Figure 1. Wiring by layer (run 1).
Two of the layers only.
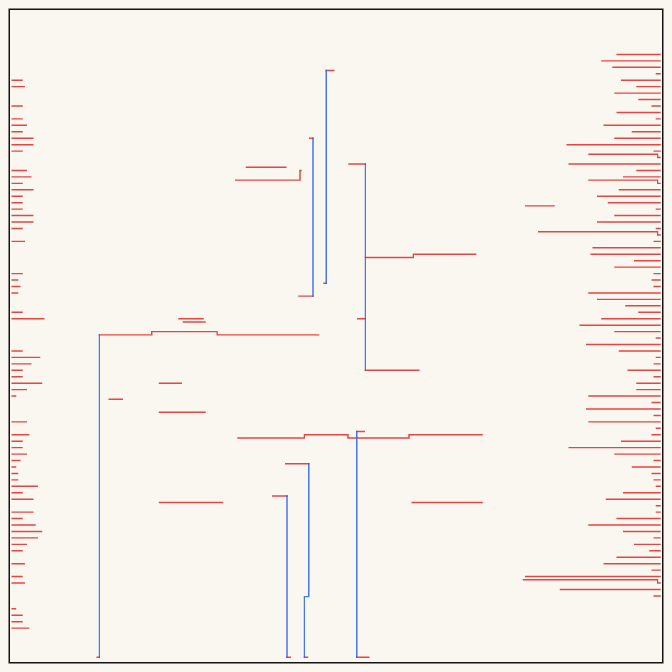
Figure 2. I/O pins on the die edge (run 1).
Pins as bars across the die edge, other pins in gray.
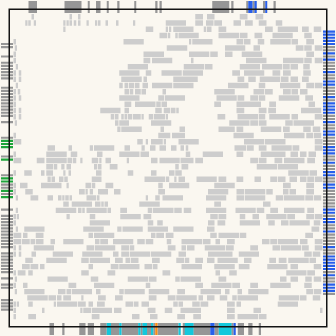
Figure 3. Signal wires on met3 (run 1).
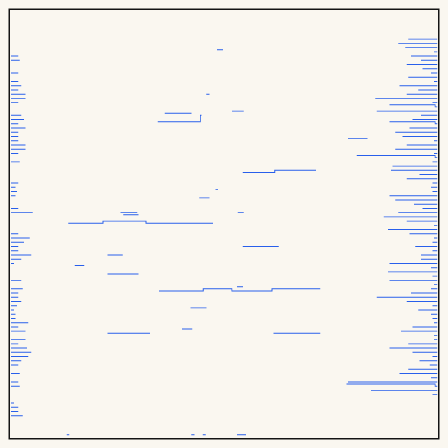
==> config.mk <==
export PLATFORM = sky130hd
export DESIGN_NAME = dsp_mac_seq
export DESIGN_NICKNAME = d
export VERILOG_FILES = /design/src/rtl/dsp_mac_pkg.sv /design/src/rtl/dsp_mac_dly.sv /design/src/rtl/dsp_mac_seq.sv
export SDC_FILE = /design/constraint.sdc
export NUM_CORES = 1
export LEC_CHECK = 0
export ABC_CLOCK_PERIOD_IN_PS = 3300
export CAP_MARGIN = 20
export CELL_PAD_IN_SITES_DETAIL_PLACEMENT = 0
export CELL_PAD_IN_SITES_GLOBAL_PLACEMENT = 1
export CORE_UTILIZATION = 27
export DETAILED_ROUTE_END_ITERATION = 10
export GPL_ROUTABILITY_DRIVEN = 0
export HOLD_SLACK_MARGIN = 0.08
export PLACE_DENSITY_LB_ADDON = 0.1
export SLEW_MARGIN = 40
export SYNTH_ARGS = -nofsm -noshare
export SYNTH_HDL_FRONTEND = slang
export SYNTH_HIERARCHICAL = 1
export SYNTH_SLANG_ARGS = --single-unit
==> constraint.sdc <==
create_clock -name CLK -period 3.3 [get_ports CLK]
set_input_delay 0.33 -clock CLK [delete_from_list [all_inputs] [get_ports CLK]]
set_output_delay 0.33 -clock CLK [all_outputs]
set_load 0.02 [all_outputs]
==> flow_metrics.tcl, run 1 <==
# metrics dict for downstream scripts
set metrics [dict create \
    grt_pass1_vias 3615 \
    power_leakage_nw 3.53 \
    setup_viol 0 \
    cap_violations 0 \
    clockBufferDepth 2 \
    diodes 0 \
    fp.dieArea_um2 18900 \
    cts-resized-gates 0 \
    numPlacedInstances 821 \
    ios 260 \
    flop_cell "dfrtp_1" \
    numCtsBuffers 17 \
    grt_start_max_net_pins 60 \
    largest_reg_flops 48 \
    cts_tree "built" \
    yosys.area.top_type_share 0.600 \
    num-nets-final 712 \
    instances_no_fill 853 \
    ys_seq_frac 0.600 \
    synth.most_common_cell "dfrtp_1" \
    max_stage_delay_ns 0.51 \
    initialDrtViolationCount 127 \
    status "complete, no violations" \
    finalHoldViolations 0 \
    crit_type "reg -> reg" \
    slew_violations 0 \
    grt_antenna_before_repair 0 \
    fp-row-count 49 \
    grt_pass1_wl_mm 20.1 \
    postCtsHoldBufs 0 \
    worst_pin_slew_ns 0.709 \
    htreeDepth 4 \
    synth_top_cell_by_area "dfrtp_1" \
    ff2ff_setup_slack_ns 0.85 \
    async_reset_ff_frac 1.00 \
    slew_headroom 0.527 \
    fp_util 0.276 \
    cp_data_arrival_time_ns 2.74 \
    ys_cells 410 \
    start_kind "flip-flop" \
    root_buffer "clkbuf_16" \
    remaining_drc_errors 0 \
    firstDrtPassIters 4 \
    period_needed_ns 2.45 \
    areaGrowthSynthToFinish_pct 53.3 \
    powerDensity_nw_per_um2 662 \
    yosysWarnings 6 \
    cts.sinks 119 \
    clk_pin_slew_ns 0.05 \
    coreArea_um2 18000 \
    syn_area_um2 4960 \
    cp-end-kind "flip-flop" \
    post_synth_num_cell_types 47 \
    synth-area-yosys_um2 4960 \
    synth-edff-count 0 \
    grt_usage 0.143 \
    critPathRequiredTime_ns 3.59 \
    cp_cell_sequence "inv_1 -> ha_1 -> or4b_1 -> nor3_1 -> o21ai_4 -> buf_8 -> buf_4 -> a22o_1" \
    drive_gt1_frac 0.0785 \
    critical_path.max_fanout 23 \
    max_freq_ghz 0.408 \
]
Notes on Figure 1 above:
Key: blue = M4 [wire length 313 um]; red = M3 [wire length 1110 um]
WL/cell: 15.6 um
wirelength, routed: 13.3 mm

Notes on Figure 2 above:
Key: cyan = s_a [pins 18, direction input, edge bottom]; green = len [pins 8, direction input, edge left]; blue = dsp_p [pins 48, direction input, edge 41 right, 4 top, 3 bottom]; orange = s_ready [pins 1, direction output, edge bottom]
# port buffers: 193
Die Y-Extent: 138 um
Die Width: 138 um

Notes on Figure 3 above:
The wires run mostly horizontal. The layer holds 8.4% of the routed length. The layer carries 1110 um of wire.
met3 Usage GRT: 0.0453
routed via count: 3765

[run 1: cell families after synthesis]
| kind of cell | after synthesis | share of synthesized area |
|---|---|---|
| simple gates | 96 | 0.121 |
| mux | 1 | 0.00202 |
| other cells | 1 | 0.000756 |
| compound gates | 91 | 0.140 |
| buf+inv | 97 | 0.124 |
| flops | 119 | 0.600 |
| xor+xnor | 1 | 0.00177 |
| fa+ha+maj | 4 | 0.0101 |
[run 1: power by group]
part	leakage (nW)	switching (mW)	internal, mW
clock	0.306	0.676	1.31
combinational	1.66	0.695	0.535
sequential	1.56	0.146	1.67
total	3.53	1.52	3.52
[run 1: cell type report]
| class | count | area (um2) |
|---|---|---|
| clock buffers | 19 | 453 |
| fillers | 1709 | 10400 |
| clock inverters | 13 | 195 |
| multi-input cells | 265 | 1650 |
| well taps | 229 | 287 |
| repair buffers | 201 | 2010 |
| flip-flops and latches | 119 | 2980 |
| inverters | 7 | 28.8 |
[run 1: stage by stage]
step                power, mW  instance area (um2)   util  worst slack, ns
floorplan                2.62                 5230      -           0.0393
global placement         3.06                 6940  0.386            0.918
detailed placement       3.08                 6960  0.387            0.876
CTS                      5.10                 7600  0.423            0.858
global route             5.32                 7610  0.423            0.666
finish                   5.04                 7610  0.423            0.847
[run 1: worst max-delay path: cells and delay by family, from the launching register on]
kind / cells / cell delay (ns)
AOI/OAI and AO/OA: 2 / 0.39
buffers and inverters: 3 / 0.54
DFF: 1 / 0.41
adders and majority gates: 1 / 0.16
and+or+nand+nor: 2 / 0.82
[run 1: metal layers]
layer	share of wire	wire length (um)	vias up	track usage
li1	-	-	1732	-
met1	0.43	5670	1832	0.177
met2	0.47	6180	185	0.223
met3	0.084	1110	16	0.0453
met4	0.024	313	0	0.0714
met5	0	0	-	0
[run 1: cells in the final DEF (no fill, tap or decap), types with 6 or more instances in the layout]
cell	instances
dfrtp_1	119
clkbuf_16	17
inv_1	6
conb_1	72
buf_4	6
clkdlybuf4s50_1	193
nand2_1	7
a22o_1	48
nor2_1	10
o21ai_0	12
a21oi_1	10
and3_1	36
nor3_1	7
Figure 4. Routing congestion (run 1).
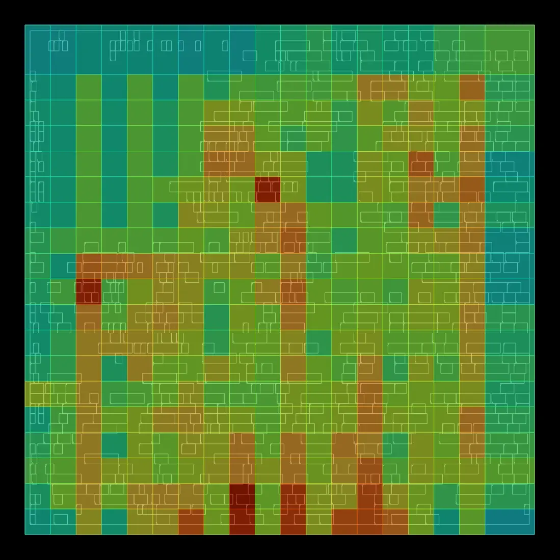

--- run 2 (diff from run 1) ---
ABC_CLOCK_PERIOD_IN_PS = 2100   (was 3300)
clock period = 2.1 ns   (was 3.3 ns; I/O delays follow)
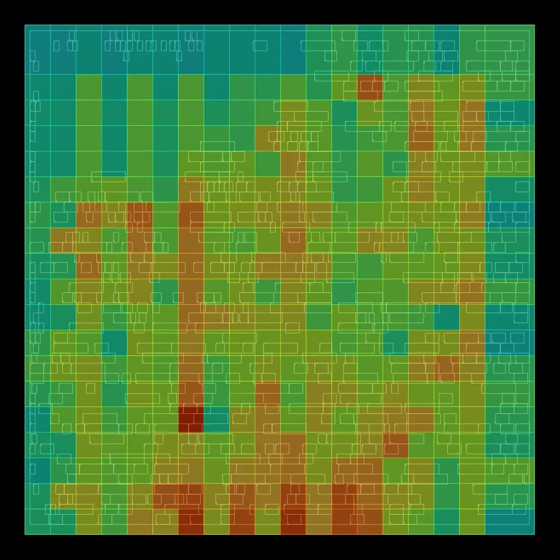
Figure 5: run 2, routing congestion.
met2 GRT Util: 0.228
Overall Global Routing Usage: 0.143
gr busiest metal: met2

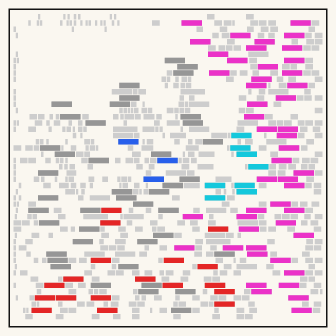
Figure 6: run 2, where the registers sit.
Key: cyan = u_opm_dly/dout [sequential cells 8, where right middle]; magenta = m_data [sequential cells 48, where a column on the right]; red = dsp_a [sequential cells 18]; blue = state_q [sequential cells 3]
Another 42 sequential cells are not colored.
P_seq: 2.84 mW
sequential share of cell area: 0.384
Reg area: 2980 um2
Final Util: 0.432

==> run 2 against run 1 <==
Flip-flop count did not move. Routed wire length fell by 0.38%. Utilization rose by 0.87 points. Clock-buffer cell count rose by 3. Synthesized area did not move. Synthesized cell count did not move. Combinational power rose by 76%. Non-clock buffer count rose by 19. Sequential power rose by 56%. Via count rose by 0.93%. Largest cell class unchanged.
==> flow_metrics.tcl, run 2 <==
# metrics dict for downstream scripts
set metrics [dict create \
    status "complete, no violations" \
    coreArea_um2 18000 \
    areaGrowthSynthToFinish_pct 56.5 \
    clk_pin_slew_ns 0.06 \
    htreeDepth 4 \
    synth.most_common_cell "dfrtp_1" \
    cp_data_arrival_time_ns 2.38 \
    ff2ff_setup_slack_ns 0.009 \
    start_kind "flip-flop" \
    power_leakage_nw 3.62 \
    syn_area_um2 4960 \
    num-nets-final 731 \
    finalHoldViolations 0 \
    fp.dieArea_um2 18900 \
    async_reset_ff_frac 1.00 \
    cts_tree "built" \
    root_buffer "clkbuf_16" \
    p_int_mw 5.64 \
    wl_per_cell_um 15.2 \
    power.share.combinational 0.270 \
    seq_power_share 0.354 \
    largest_reg_flops 48 \
    power.clock.fraction 0.375 \
    fp_util 0.276 \
    flop_cell "dfrtp_1" \
    setup_viol 0 \
    post_synth_num_cell_types 47 \
    instances_no_fill 871 \
    yosysWarnings 6 \
    pre_cts_ws_ns 0.00677 \
    grt_antenna_before_repair 0 \
    final_common_cell "clkdlybuf4s50_1" \
    crit_type "reg -> reg" \
    fp-row-count 49 \
    remaining_drc_errors 0 \
    powerDensity_nw_per_um2 1030 \
    yosys.area.top_type_share 0.600 \
    synth_top_cell_by_area "dfrtp_1" \
    grt_pass1_vias 3658 \
    ios 260 \
    synth-edff-count 0 \
    postCtsHoldBufs 0 \
    firstDrtPassIters 5 \
    critical_path.max_fanout 3 \
    wl_mm 13.2 \
    ys_seq_frac 0.600 \
]
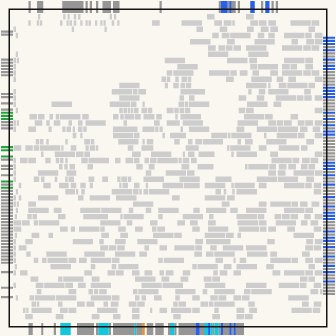
Figure 7: run 2, I/O pins on the die edge.
Pins as bars across the die edge, other pins in gray.
Key: cyan = s_a [pins 18, direction input, edge bottom]; blue = dsp_p [pins 48, direction input, edge 34 right, 8 top, 6 bottom]; green = len [pins 8, direction input, edge left]; orange = s_ready [pins 1, direction output, edge bottom]
All pins by edge: 83 right, 81 bottom, 55 left, 41 top.

-- run 2: netlist changes by cell type in the layout (fill, tap and decap cells not counted), moves of 2 or more --
cell	delta
buf_12	+5
clkinv_2	+3
buf_4	+15
inv_6	-2
clkinv_4	-4
clkbuf_1	+4
-- run 2: power by group through the flow --
| stage | clock, mW | combinational (mW) | sequential (mW) |
|---|---|---|---|
| 6_report | 3.00 | 2.16 | 2.84 |
| 5_1_grt | 3.20 | 2.39 | 2.89 |
| 4_1_cts | 3.08 | 2.20 | 2.84 |
| 3_5_place_dp | 0 | 2.20 | 2.87 |
| 3_3_place_gp | 0 | 2.16 | 2.86 |
| 2_1_floorplan | 0 | 1.09 | 3.02 |
-- run 2: cell type report --
class,count,area [um2]
fill,1716,10200
tap,229,287
clock buffer,22,454
clock inverter,9,150
sequential,119,2980
inverter,7,30.0
timing repair buffer,220,2210
multi-input combinational,265,1660
-- run 2: cell families after synthesis --
logic type,after synthesis,synth area share
AOI/OAI and AO/OA,91,0.140
other,1,0.000756
and+or+nand+nor,96,0.121
DFF,119,0.600
muxes,1,0.00202
buffers and inverters,97,0.124
xor gates and xnor gates,1,0.00177
adders and majority gates,4,0.0101
-- run 2: worst reg2reg max path: cells and delay by family, from the launching register on --
family / cells / cell delay, ns
and+or+nand+nor: 3 / 1.19
DFF: 1 / 0.37
AOI/OAI and AO/OA: 1 / 0.21
adders and majority gates: 1 / 0.15
buffers and inverters: 1 / 0.06
-- run 2: timing repair --
item                                   CTS  global route
setup endpoints to repair                0            49
resized                                  0             1
endpoints found under the hold margin    0             0
buffers inserted                         0             0
-- run 2: routing by layer --
metal / global-route usage / up-vias
met5: 0 / -
li1: - / 1767
met4: 0.0690 / 0
met3: 0.0427 / 19
met1: 0.177 / 1844
met2: 0.228 / 170
-- run 2: stage by stage --
step	hold slack, ns	power (mW)	TNS (ns)
6_report	0.136	8.01	0
5_1_grt	0.164	8.47	-0.381
4_1_cts	0.128	8.12	0
3_5_place_dp	0.350	5.07	0
3_3_place_gp	0.340	5.03	0
2_1_floorplan	0.0257	4.11	-0.0495
Power and IR drop assume default switching activity.
